### Cell classes on the final placement

Bar = 20 um.
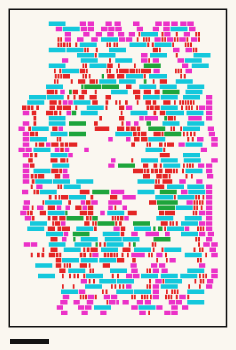
### Congestion heat map

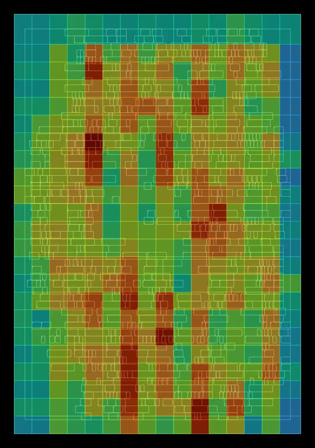
--- config.mk ---
export PLATFORM = sky130hd
export DESIGN_NAME = if_stage
export DESIGN_NICKNAME = d
export VERILOG_FILES = /design/src/rtl/if_stage.sv
export SDC_FILE = /design/constraint.sdc
export NUM_CORES = 1
export LEC_CHECK = 0
export CELL_PAD_IN_SITES_DETAIL_PLACEMENT = 0
export CELL_PAD_IN_SITES_GLOBAL_PLACEMENT = 1
export CORE_ASPECT_RATIO = 1.5
export CORE_MARGIN = 4
export CORE_UTILIZATION = 36
export CTS_BUF_LIST = sky130_fd_sc_hd__clkbuf_16
export DETAILED_ROUTE_END_ITERATION = 8
export MAX_ROUTING_LAYER = met4
export PLACE_DENSITY = 0.79
export SYNTH_ARGS = -nofsm -noshare
export SYNTH_HDL_FRONTEND = slang
export SYNTH_SLANG_ARGS = --single-unit
--- constraint.sdc ---
create_clock -name clk -period 2 [get_ports clk]
set_clock_uncertainty 0.2 [all_clocks]
set_input_delay 0.2 -clock clk [delete_from_list [all_inputs] [get_ports clk]]
set_output_delay 0.2 -clock clk [all_outputs]
set_load 0.01 [all_outputs]
--- src/rtl/if_stage.sv ---
// Instruction-fetch stage: one outstanding word fetch, a single-entry output buffer
// toward ID, and redirect handling that drops wrong-path words and in-flight responses.
module if_stage #(
  parameter logic [31:0] RESET_PC = 32'h1c00_0000
) (
  input  logic        clk,
  input  logic        reset,
  output logic        inst_req,
  output logic [31:0] inst_addr,
  input  logic        inst_addr_ok,
  input  logic        inst_data_ok,
  input  logic [31:0] inst_rdata,
  input  logic        br_taken,
  input  logic [31:0] br_target,
  output logic [31:0] PC,
  output logic [31:0] Inst,
  output logic        right_valid,
  input  logic        right_ready
);

  typedef enum logic [1:0] {
    REQ,
    WAIT,
    DISCARD
  } state_t;

  state_t      state;
  state_t      state_next;
  logic [31:0] pc;
  logic [31:0] req_pc;
  logic        valid;
  logic        right_fire;
  logic        req_accept;
  logic        load;

  // A request only goes out when the buffer has room, so a returning word never waits.
  assign right_fire  = valid & right_ready;
  assign inst_req    = (state == REQ) & (~valid | right_fire) & ~br_taken;
  assign inst_addr   = pc;
  assign req_accept  = inst_req & inst_addr_ok;
  assign load        = (state == WAIT) & inst_data_ok & ~br_taken;
  assign right_valid = valid;

  always_comb begin
    state_next = state;
    case (state)
      REQ:     if (req_accept) state_next = WAIT;
      WAIT: begin
        if (inst_data_ok)  state_next = REQ;
        else if (br_taken) state_next = DISCARD;
      end
      DISCARD: if (inst_data_ok) state_next = REQ;
      default: state_next = REQ;
    endcase
  end

  always_ff @(posedge clk or negedge reset) begin
    if (!reset) state <= REQ;
    else        state <= state_next;
  end

  // Redirect wins over sequential advance; target low bits are simply masked off.
  always_ff @(posedge clk or negedge reset) begin
    if (!reset) begin
      pc     <= RESET_PC;
      req_pc <= 32'h0;
    end else begin
      if (br_taken)  pc <= br_target & 32'hFFFF_FFFC;
      else if (load) pc <= req_pc + 32'd4;
      if (req_accept) req_pc <= pc;
    end
  end

  always_ff @(posedge clk or negedge reset) begin
    if (!reset) begin
      valid <= 1'b0;
      PC    <= 32'h0;
      Inst  <= 32'h0;
    end else begin
      if (br_taken)        valid <= 1'b0;
      else if (load)       valid <= 1'b1;
      else if (right_fire) valid <= 1'b0;
      if (load) begin
        PC   <= req_pc;
        Inst <= inst_rdata;
      end
    end
  end

endmodule

==> impl_metrics.csv <==
group,metric,value,unit
synth,ys.flop_type,"dfrtp_1",
final_layout,nFillCells,1438,
synth,logic_family,"simple AND/OR/NAND/NOR gates",
timing,fin_ws,0.0935,ns
final_layout,nNonClkInverters,2,
final_layout,antennaDiodeCount,1,
synth,synth.distinct_cells,41,
placement,portBuffers,165,
synth,synthTopCellsByCount,"nand2_1 (242), dfrtp_1 (128), mux2_2 (32)",
drt,wl_met1,6110,um
critical_path,worstReg2RegEnd,"inst_addr[16]",
worst_hold_path,hp-class,"in -> async",
power,irDropWorstVdd,0.000480,V
final_layout,seq-cell-share,0.390,
clocking,cts_tree,"yes",
synth,top_area_frac,0.552,
die,fp_util,0.368,
die,top_level_ports,168,
synth,avgSynthCellArea,9.97,um2
final_layout,post-route-cell-area,0.00842,mm2
synth,muxShareOfSynthArea,0.0707,
placement,dp_hpwl,11800,um
timing,hold_ws,0.0828,ns
synth,syn_nets,653,
synth,ys_top_cells_by_area,"dfrtp_1 (55%), nand2_1 (16%), mux2_2 (6.2%)",
timing,finalCritPeriodShare,0.953,
power,clock_power_share,0.291,
synth,ys_cells,582,
final_layout,comb_share,0.276,
critical_path,crit_path_top_delay_cell,"clkdlybuf4s50_1",
critical_path,endpoint,"inst_addr[26]",
critical_path,path_delay_family,"buffers and inverters",
drt,drcViolationCount,0,
drt,wl_met3,573,um
global_routing,grt_pass1_vias,5150,
final_layout,clkbuf_count,17,
die,fp.dieH,163,um
run_status,status,"finished clean",
critical_path,cp_max_fo,3,
critical_path,rrSetupSlack,0.10,ns
synth,ys_sh_adder,0.00216,
synth,yosysTopAreaCell,"dfrtp_1",
power,powerDensity,1130,mW/mm2
timing,timing.slew.headroom,0.709,
critical_path,cp_num_cells,1,
final_layout,buffer_area_frac,0.240,
synth,ys.flops,131,
critical_path,reg2reg_depth,7,
final_layout,buffers,203,
clocking,clock_tree.root_cell,"clkbuf_16",
timing,worstMarginPinSlew,0.437,ns
die,core_area,0.0158,mm2
global_routing,met3_usage,0.0348,
power,p_int,6.66,mW
clocking,clock_sinks,131,
clocking,path_clk_slew,0.05,ns
die,die_area,0.0183,mm2
final_layout,final_layout_top_logic_cells,"nand2_1 (242), clkdlybuf4s50_1 (162), dfrtp_1 (128), mux2_2 (32), buf_4 (30)",
global_routing,grt_max_degree,44,
job,warnings,28,
critical_path,end_kind,"output port",
global_routing,grt_pass1_wl,26000,um
final_layout,fin_nets,840,
synth,top_cell,"nand2_1",
drt,wire_per_inst,16.3,um
timing,setup_viol,0,
critical_path,critical_path_arrival,1.51,ns
final_layout,layout-drive-gt1-share,0.152,
power,p_leak,3.86,nW
timing,max_freq,525,MHz
synth,ys_warn_count,0,
placement,place_worst_setup_slack,0.0378,ns
drt,postRouteAntennaNets,0,
critical_path,crit-reg2reg-launch,"req_pc[3]",
synth,xor_share,0.0423,
final_layout,clk_share,0.0629,
placement,post_dp_cell_area,0.00786,mm2
critical_path,worstSetupStartpoint,"inst_addr[26]",
power,swShare,0.300,
synth,synth-edff-count,0,
final_layout,utilization,0.534,
final_layout,area_delta_synth_final,45.1,%
final_layout,layout.area.comb,0.00232,mm2
final_layout,dominant_cells,"sequential cells",
clocking,htree_levels,4,
synth,syn_area,0.00580,mm2
final_layout,lay_top_count,"nand2_1",
clocking,clockBufferDepth,2,
final_layout,comb_cells,414,
die,n_tap_cell,203,
timing,fin_crit,1.91,ns
power,powerSeq,3.88,mW
drt,drt-total-wl,16100,um
die,die_w,112,um
power,comb-power,2.86,mW
final_layout,regArea,0.00328,mm2
synth,syn_inst,582,
timing,setup_tns,0,ns
clocking,cts_buffers,17,
power,netSwitchingPower,2.85,mW
drt,viasPerCell,4.85,
power,p_seq_frac,0.408,
job,cap_violations,0,
critical_path,cp_num_buf_inv,1,
critical_path,required,1.60,ns
synth,async_reset_ff_frac,1.00,
drt,dr_wl_met2,8940,um
global_routing,grt.overflow.total,0,
power,power_leader,"sequential cells",
timing,rsz0062_at_grt,"false",
drt,top_layer_used,"met4",
clocking,clock_latency,0.41,ns
final_layout,nFlopsAndLatches,131,
synth,ys_sh_aoi,0.0561,
critical_path,critPathKind,"reg -> out",
die,num_rows,56,
global_routing,track_usage,0.185,
global_routing,antenna_found_initial,1,
global_routing,use_met1,0.193,
synth,ys_chip_area,0.00580,mm2
power,pg_clk,2.77,mW
timing,slew_viol_final,0,
placement,place.gp.congestion,0.782,
timing,final_hold_viol_count,0,
power,p_comb_frac,0.300,
synth,simple_gate_share,0.225,
drt,drtIter0Drc,219,
drt,vias,4781,
drt,first_pass_iters,4,
synth,yosys.stat.seqShare,0.566,
critical_path,slowest_delay,0.56,ns
critical_path,path_cells,"clkdlybuf4s50_1",
critical_path,start_kind,"register",
Back to the opening pictures, 'Cell classes on the final placement':
legend:
  remaining buffers and delay cells:
    color: magenta
    cells: 203
  remaining logic cells:
    color: red
    cells: 416
  clock drivers and dummy loads:
    color: green
    cells: 32
  sequential cells:
    color: cyan
    cells: 131

Back to the opening pictures, 'Congestion heat map':
global routing's busiest layer: met2
met2 Use GR: 0.339

timing repair:
item                                    4_1_cts  5_1_grt
gates resized                                 1        3
pin swaps                                     0        2
endpoints found under the hold margin       128        0
hold buffers                                  1        0
buffers inserted                              0        2
endpoints found under the setup margin        1        2
sequential cells by signal, indices dropped and copies added, names as in the netlist:
register,count
Inst,32
PC,32
inst_addr,32
req_pc,32
right_valid,1
state,2
stage by stage:
step,power [mW],instances
3_5_place_dp,6.82,950
6_report,9.51,986
3_3_place_gp,6.71,950
2_1_floorplan,5.06,582
5_1_grt,10.1,986
4_1_cts,9.64,983
Power figures rest on the tool's default switching activity, not on a simulated workload.
